**config.mk**
```make
export PLATFORM = sky130hd
export DESIGN_NAME = alu_operand_collector
export DESIGN_NICKNAME = d
export VERILOG_FILES = /design/src/rtl/alu_operand_collector.sv
export SDC_FILE = /design/constraint.sdc
export NUM_CORES = 1
export LEC_CHECK = 0
export ABC_AREA = 1
export CAP_MARGIN = 25
export CORE_ASPECT_RATIO = 0.7
export CORE_MARGIN = 2
export CORE_UTILIZATION = 48
export CTS_BUF_LIST = sky130_fd_sc_hd__clkbuf_8
export DETAILED_ROUTE_END_ITERATION = 10
export GPL_ROUTABILITY_DRIVEN = 0
export GPL_TIMING_DRIVEN = 0
export PLACE_DENSITY = 0.77
export SLEW_MARGIN = 30
export SYNTH_ARGS = -nofsm -noshare
export SYNTH_HDL_FRONTEND = slang
export SYNTH_SLANG_ARGS = --single-unit
```
**constraint.sdc**
```tcl
create_clock -name clk -period 1.8 [get_ports clk]
set_input_delay 0.45 -clock clk [delete_from_list [all_inputs] [get_ports clk]]
set_output_delay 0.45 -clock clk [all_outputs]
set_load 0.005 [all_outputs]
```
**src/rtl/alu_operand_collector.sv**
```systemverilog
// -----------------------------------------------------------------------------
// alu_operand_collector
//
// Upstream stage of the ALU. Operand beats arrive from the stimulus source with
// OPA and OPB possibly in different cycles. A half-transaction is held here,
// together with the CMD/MODE/CIN of its first beat, until the partner operand
// arrives. Then one registered transaction is issued to the ALU with
// INP_VALID=2'b11. Single-operand commands (s_single) are issued without
// pairing. A pending operand whose partner does not arrive within TIMEOUT
// cycles is dropped, and timeout_err pulses, so the ALU never receives a
// stale half-transaction.
//
// Parameters
//   DATA_WIDTH  operand width
//   CMD_WIDTH   command width
//   TIMEOUT     cycles a pending operand waits for its partner
//
// Ports
//   clk          clock; all state updates on the rising edge
//   reset        synchronous, active-high; has priority over CE
//   CE           clock enable; when low, all state and outputs hold
//   s_opa/s_opb  upstream operands
//   s_cin        upstream carry-in
//   s_mode       upstream mode (1 = arithmetic, 0 = logical)
//   s_cmd        upstream command
//   s_inp_valid  bit0 = s_opa valid, bit1 = s_opb valid, 00 = no beat
//   s_single     beat is a complete single-operand command
//   OPA/OPB      operands to the ALU (registered, hold the last issued value)
//   CIN/MODE/CMD control to the ALU (registered, hold the last issued value)
//   INP_VALID    nonzero for exactly one cycle per issue
//   busy         high while a half-transaction is pending
//   timeout_err  one-cycle pulse when a pending operand is abandoned
// -----------------------------------------------------------------------------
module alu_operand_collector #(
    parameter int DATA_WIDTH = 8,
    parameter int CMD_WIDTH  = 4,
    parameter int TIMEOUT    = 16
) (
    input  logic                  clk,
    input  logic                  reset,
    input  logic                  CE,
    input  logic [DATA_WIDTH-1:0] s_opa,
    input  logic [DATA_WIDTH-1:0] s_opb,
    input  logic                  s_cin,
    input  logic                  s_mode,
    input  logic [CMD_WIDTH-1:0]  s_cmd,
    input  logic [1:0]            s_inp_valid,
    input  logic                  s_single,
    output logic [DATA_WIDTH-1:0] OPA,
    output logic [DATA_WIDTH-1:0] OPB,
    output logic                  CIN,
    output logic                  MODE,
    output logic [CMD_WIDTH-1:0]  CMD,
    output logic [1:0]            INP_VALID,
    output logic                  busy,
    output logic                  timeout_err
);

    localparam int CNT_W = (TIMEOUT > 1) ? $clog2(TIMEOUT) : 1;
    localparam logic [CNT_W-1:0] CNT_LAST = CNT_W'(TIMEOUT - 1);

    typedef enum logic [1:0] {
        IDLE   = 2'b00,
        WAIT_B = 2'b01,   // holding operand A, waiting for B
        WAIT_A = 2'b10    // holding operand B, waiting for A
    } state_t;

    state_t                state, state_nx;
    logic [CNT_W-1:0]      cnt, cnt_nx;

    // One pending-operand register serves both wait states: it holds A in
    // WAIT_B and B in WAIT_A.
    logic [DATA_WIDTH-1:0] pend_data, pend_data_nx;
    logic [CMD_WIDTH-1:0]  pend_cmd, pend_cmd_nx;
    logic                  pend_mode, pend_mode_nx;
    logic                  pend_cin, pend_cin_nx;

    logic [DATA_WIDTH-1:0] opa_nx, opb_nx;
    logic                  cin_nx, mode_nx;
    logic [CMD_WIDTH-1:0]  cmd_nx;
    logic [1:0]            iv_nx;
    logic                  terr_nx;

    logic                  beat;
    logic                  single_beat;

    assign beat        = |s_inp_valid;
    assign single_beat = s_single & beat;
    assign busy        = (state != IDLE);

    // ------------------------------------------------------------------
    // Next-state and output logic
    // ------------------------------------------------------------------
    always_comb begin
        state_nx     = state;
        cnt_nx       = cnt;
        pend_data_nx = pend_data;
        pend_cmd_nx  = pend_cmd;
        pend_mode_nx = pend_mode;
        pend_cin_nx  = pend_cin;
        opa_nx       = OPA;
        opb_nx       = OPB;
        cin_nx       = CIN;
        mode_nx      = MODE;
        cmd_nx       = CMD;
        iv_nx        = 2'b00;
        terr_nx      = 1'b0;

        unique case (state)
            IDLE: begin
                if (beat) begin
                    if (s_single || (s_inp_valid == 2'b11)) begin
                        // Complete beat: issue straight from the inputs.
                        opa_nx  = s_opa;
                        opb_nx  = s_opb;
                        cin_nx  = s_cin;
                        mode_nx = s_mode;
                        cmd_nx  = s_cmd;
                        iv_nx   = s_inp_valid;
                    end else begin
                        // Half beat: latch it with its control and wait.
                        pend_data_nx = s_inp_valid[0] ? s_opa : s_opb;
                        pend_cmd_nx  = s_cmd;
                        pend_mode_nx = s_mode;
                        pend_cin_nx  = s_cin;
                        cnt_nx       = '0;
                        state_nx     = s_inp_valid[0] ? WAIT_B : WAIT_A;
                    end
                end
            end

            WAIT_B: begin
                if (single_beat) begin
                    opa_nx   = s_opa;
                    opb_nx   = s_opb;
                    cin_nx   = s_cin;
                    mode_nx  = s_mode;
                    cmd_nx   = s_cmd;
                    iv_nx    = s_inp_valid;
                    cnt_nx   = '0;
                    state_nx = IDLE;
                end else if (s_inp_valid[1]) begin
                    // Partner arrived; control comes from the first beat.
                    opa_nx   = pend_data;
                    opb_nx   = s_opb;
                    cin_nx   = pend_cin;
                    mode_nx  = pend_mode;
                    cmd_nx   = pend_cmd;
                    iv_nx    = 2'b11;
                    cnt_nx   = '0;
                    state_nx = IDLE;
                end else if (s_inp_valid[0]) begin
                    // A newer A replaces the pending one and restarts the wait.
                    pend_data_nx = s_opa;
                    pend_cmd_nx  = s_cmd;
                    pend_mode_nx = s_mode;
                    pend_cin_nx  = s_cin;
                    cnt_nx       = '0;
                end else if (cnt == CNT_LAST) begin
                    terr_nx  = 1'b1;
                    cnt_nx   = '0;
                    state_nx = IDLE;
                end else begin
                    cnt_nx = cnt + CNT_W'(1);
                end
            end

            WAIT_A: begin
                if (single_beat) begin
                    opa_nx   = s_opa;
                    opb_nx   = s_opb;
                    cin_nx   = s_cin;
                    mode_nx  = s_mode;
                    cmd_nx   = s_cmd;
                    iv_nx    = s_inp_valid;
                    cnt_nx   = '0;
                    state_nx = IDLE;
                end else if (s_inp_valid[0]) begin
                    opa_nx   = s_opa;
                    opb_nx   = pend_data;
                    cin_nx   = pend_cin;
                    mode_nx  = pend_mode;
                    cmd_nx   = pend_cmd;
                    iv_nx    = 2'b11;
                    cnt_nx   = '0;
                    state_nx = IDLE;
                end else if (s_inp_valid[1]) begin
                    pend_data_nx = s_opb;
                    pend_cmd_nx  = s_cmd;
                    pend_mode_nx = s_mode;
                    pend_cin_nx  = s_cin;
                    cnt_nx       = '0;
                end else if (cnt == CNT_LAST) begin
                    terr_nx  = 1'b1;
                    cnt_nx   = '0;
                    state_nx = IDLE;
                end else begin
                    cnt_nx = cnt + CNT_W'(1);
                end
            end

            default: begin
                cnt_nx   = '0;
                state_nx = IDLE;
            end
        endcase
    end

    // ------------------------------------------------------------------
    // State and output registers. With CE low everything holds, including
    // INP_VALID and timeout_err.
    // ------------------------------------------------------------------
    always_ff @(posedge clk) begin
        if (reset) begin
            state       <= IDLE;
            cnt         <= '0;
            pend_data   <= '0;
            pend_cmd    <= '0;
            pend_mode   <= 1'b0;
            pend_cin    <= 1'b0;
            OPA         <= '0;
            OPB         <= '0;
            CIN         <= 1'b0;
            MODE        <= 1'b0;
            CMD         <= '0;
            INP_VALID   <= 2'b00;
            timeout_err <= 1'b0;
        end else if (CE) begin
            state       <= state_nx;
            cnt         <= cnt_nx;
            pend_data   <= pend_data_nx;
            pend_cmd    <= pend_cmd_nx;
            pend_mode   <= pend_mode_nx;
            pend_cin    <= pend_cin_nx;
            OPA         <= opa_nx;
            OPB         <= opb_nx;
            CIN         <= cin_nx;
            MODE        <= mode_nx;
            CMD         <= cmd_nx;
            INP_VALID   <= iv_nx;
            timeout_err <= terr_nx;
        end
    end

endmodule

```
**I/O pins on the die edge**

Pins as bars across the die edge, other pins in gray.
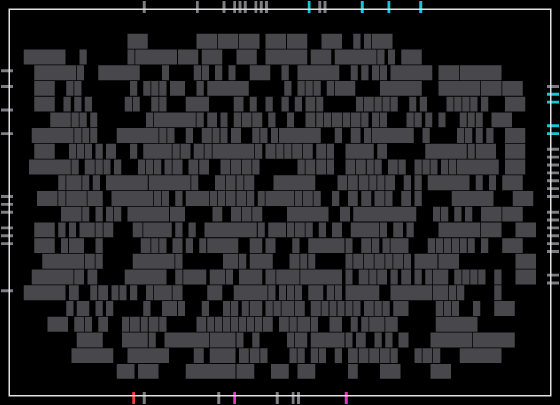
`CE`: drawn in red, pins 1, direction input, edge bottom. `s_inp_valid`: drawn in magenta, pins 2, direction input, edge bottom. `OPA`: drawn in cyan, pins 8, direction output, edge 4 right, 4 top.

**Sequential cells grouped by signal name**

Bar = 20 um. Other sequential cells in the stronger gray, the rest of the logic in the fainter gray.
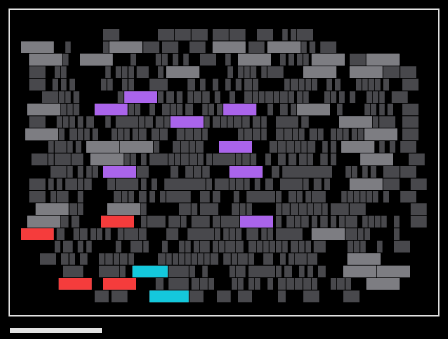
`pend_data`: drawn in purple, placed flops 8, where center. `cnt`: drawn in red, placed flops 4, where lower left. `state`: drawn in cyan, placed flops 2.

==> notes.md <==
The flow run is done. TritonCTS built the clock tree. For the pin with the worst max-slew slack, the measured transition is approximately 500 ps. Per the timing report, the most critical flop-to-flop path finishes at pend_data[7]. Number of detailed-routing iterations run before antenna repair landed at 5. Average cell area after synthesis landed at between 5 and 6 um^2. Worst setup skew after layout landed at 6.433 ps. For reference, the top cells by area after synthesis are sky130_fd_sc_hd__dfxtp_1 34%, sky130_fd_sc_hd__nand2_1 18%, sky130_fd_sc_hd__nor2_1 11%.

The worst hold path belongs to the class reg2reg. Per the detail_route report, DRC violations left total 0. Synthesis warning total landed at 0. The internal power of the cells totals 1.833 mW. The initial utilization of the core area, before any placement, comes to approximately 51%. In this run the power spent charging and discharging nets is 814.3 uW.

The startpoint identified for the worst register-to-register timing path is state[1]. The share of total power dissipated in the clock network is approximately 28%. Excluding fillers, the count of instances in the completed layout stands at 584. Yosys instantiated no cell more often than sky130_fd_sc_hd__nand2_1. Final critical delay including setup and external delays landed at roughly 1700 ps. The worst setup path is captured at a flip-flop. Count of H-tree levels built during CTS landed at 2.

The buffer_ports step reported a buffer count of 52. Highest achievable clock rate landed at 578.0 MHz. Maximum fanout count along the critical path landed at 10.

CTS added clock buffers totalling 5. Total routing usage reported by global routing landed at 25.71%. Number of rows created at floorplan landed at 22. For reference, the top cells by count after synthesis are 131 x sky130_fd_sc_hd__nand2_1, 82 x sky130_fd_sc_hd__nor2_1, 54 x sky130_fd_sc_hd__inv_1. Fraction of registers with async set or reset after synthesis landed at 0%. Sequential share of the synthesized area landed at approximately a third. The gate-level netlist out of Yosys references 27 unique cell types. The run reported a max-capacitance violation count of 0.

Among all flip-flop cells after synthesis, the most frequent one is sky130_fd_sc_hd__dfxtp_1. Number of flops mapped to enable cells by yosys landed at 0. The script logs the mean routed wire length per placed instance as 13.12 um. After detailed placement, the design holds a cell count of 573. Arrival time at the worst endpoint landed at 1970 ps. Initial DRC count landed at around 310.

Entering global routing, the biggest net connects 14 pins. The most critical setup path has its endpoint at pend_data[7]. Worst hold margin landed at between 400 and 500 ps. Leakage power of the design landed at between 1.5 and 2 nW.

Fraction of post-synthesis cell area in the top cell type by area landed at 33.52%. According to the Yosys statistics, the synthesized design has a chip area of between 0.002 and 0.003 mm^2. The synthesized design spends more area on one cell type than any other, namely sky130_fd_sc_hd__dfxtp_1. In this run the vertical extent of the chip is 66.61 um. Setup slack after layout landed at 69.98 ps.

The cell area that synthesis handed to floorplanning was 0.002688 mm^2. The required time at the worst endpoint is listed as 2040 ps. OpenSTA lists the critical path startpoint as state[1].

The timing report gives the worst reg2reg path a setup slack of 70 ps. In this run the deepest clock path goes through 2 buffers. After layout, the design draws a total of 2.647 mW. Per the GRT congestion report, total overflow comes to 0. Share of final-layout standard cells stronger than drive strength 1 landed at 10.55%. The via count of the first global-routing pass came to between 2000 and 3000. Per the CTS log, the root buffer master is sky130_fd_sc_hd__clkbuf_8.

Counting cells, the worst reg-to-reg path comes to 7. The floorplan step defined a die boundary enclosing just over 0.006 mm^2. OpenROAD reports that the post-layout worst path occupies 96.11% of the period. The post-synth register bit count is 45. In the setup report, the worst path falls into the class reg2reg. Setup repair after global routing could not meet its margin everywhere. The largest registers in the layout are OPA (8), OPB (8), pend_data (8). Per the OpenROAD floorplan log, the area of the core is between 0.005 and 0.006 mm^2. Hold-check failures listed in the final report amount to 0. The die is just over 90 um wide. Summing over the stages, the warning tally comes to 30. Layout overhead on the synthesized area landed at 31.28%.

Worst relative slew slack landed at 66.43%. Number of nets in the final layout landed at 545. Portion of total power attributed to combinational logic landed at 28.9%. The final timing report lists a max-slew violation count of 0. Wire length of the first global-routing pass landed at 12.51 mm. Wire length after detailed routing landed at 7.662 mm. Initial antenna violation count landed at 0. Sequential group share of total power landed at 42.6%. 54 I/O pins were placed. The switching portion of total power comes to 30.76%.

Synthesis produced a netlist with a net count of between 400 and 500. The script logs the ratio of routed vias to standard cells as 5.098. STA classifies the critical path startpoint as a flip-flop. Setup slack on the worst path after placement came out at -595.9 ps. Per the detail_route report, the via count comes to 2977. After legalization and detailed placement, the total HPWL measured 5.700 mm. Clock-pin transition on the worst setup and hold timing paths landed at 90 ps. Number of setup violations in the final report landed at 0. Number of standard cells reported by yosys landed at 449.

In the final timing run, aggregate negative setup slack is 0 ps. The flow ran to the end, and the final reports show no timing, DRC or antenna violations. The analysis reports a worst IR drop on VDD of 425.1 uV. Per the summary, power density relative to cell area is approximately 750 mW/mm^2. In this run, post-CTS hold repair placed 0 buffers. The cell count after synthesis came out at 449. The count of nets left with antenna violations once routing finished came out at 0.

Antenna diode instance count landed at 0.
**The clock network**

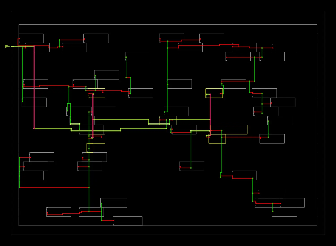
number of sinks on the clock net: 45
clock buf count: 5
insertion delay at the late pin of the worst-skew pair: 300 ps
count of sequential standard cells: 45

-- placed cells by master, fill, tap and decap left out, types with 4 or more instances in the layout --
cell	n
sky130_fd_sc_hd__dlygate4sd2_1	4
sky130_fd_sc_hd__buf_6	6
sky130_fd_sc_hd__a21oi_1	18
sky130_fd_sc_hd__nor2_1	80
sky130_fd_sc_hd__clkbuf_8	5
sky130_fd_sc_hd__clkdlybuf4s50_1	48
sky130_fd_sc_hd__inv_2	5
sky130_fd_sc_hd__nand3_1	27
sky130_fd_sc_hd__dfxtp_1	43
sky130_fd_sc_hd__o21ai_0	36
sky130_fd_sc_hd__nand3b_1	6
sky130_fd_sc_hd__nand2_2	4
sky130_fd_sc_hd__inv_1	52
sky130_fd_sc_hd__o21ai_1	7
sky130_fd_sc_hd__buf_4	7
sky130_fd_sc_hd__nand2_1	130
-- area by class of cell --
type | count | area (um^2)
clock inverters | 2 | 35.03
clock buffers | 5 | 68.82
inverters | 58 | 219.0
well taps | 72 | 90.09
repair buffers | 56 | 545.5
plain buffers | 19 | 138.9
multi-input cells | 327 | 1525
fillers | 487 | 1784
flip-flops and latches | 45 | 905.9
-- power by group through the flow --
stage / clock network (mW) / registers [mW] / logic, mW
2_1_floorplan: 0 / 1.15 / 0.404
3_3_place_gp: 0 / 1.15 / 0.685
3_5_place_dp: 0 / 1.15 / 0.700
4_1_cts: 0.751 / 1.13 / 0.732
5_1_grt: 0.795 / 1.14 / 0.856
6_report: 0.755 / 1.13 / 0.765
-- worst max-delay path, cell delays in order, from the launching register on --
cell	delay (ps)
sky130_fd_sc_hd__dfxtp_4	380
sky130_fd_sc_hd__inv_2	60
sky130_fd_sc_hd__ha_4	300
sky130_fd_sc_hd__clkbuf_1	410
sky130_fd_sc_hd__o21ai_0	240
sky130_fd_sc_hd__nand3_1	120
sky130_fd_sc_hd__nand2_1	50
sky130_fd_sc_hd__nor2_1	110
-- logic make-up after synthesis --
logic type | Yosys count | synth area share (%)
compound gates | 65 | 12.62
simple gates | 257 | 39.67
buf+inv | 77 | 11.87
flops | 45 | 33.52
fa+ha+maj | 5 | 2.328
-- metal layers --
layer / vias up / part of all wire [%] / track usage, %
li1: 1506 / - / -
met1: 1302 / 47 / 37.05
met2: 153 / 42 / 39.66
met3: 16 / 9.1 / 4.525
met4: 0 / 1.3 / 6.618
met5: - / 0 / 0
-- metrics by stage --
step / utilization (%) / area, um^2
final: 66.42 / 3528
after global routing: 66.42 / 3528
after CTS: 65.31 / 3470
after detailed placement: 62.08 / 3298
after global placement: 62.08 / 3298
after floorplan: - / 2688
-- worst min path at each step --
stage | start | endpoint | slack (ps) | cells past startpoint
CTS | INP_VALID[0] | INP_VALID[0] | 480 | 2
detailed placement | pend_data[1] | pend_data[1] | 460 | 2
global placement | pend_cmd[3] | pend_cmd[3] | 450 | 2
floorplan | pend_data[0] | pend_data[0] | 440 | 2
finish | pend_data[1] | pend_data[1] | 480 | 2
global route | pend_cmd[0] | pend_cmd[0] | 500 | 2
-- what timing repair did --
| action | in CTS | in global routing |
|---|---|---|
| endpoints found under the setup margin | 44 | 39 |
| setup buffers | 4 | 0 |
| pin swaps | 2 | 5 |
| gates resized | 24 | 20 |
Power figures rest on the tool's default switching activity, not on a simulated workload.
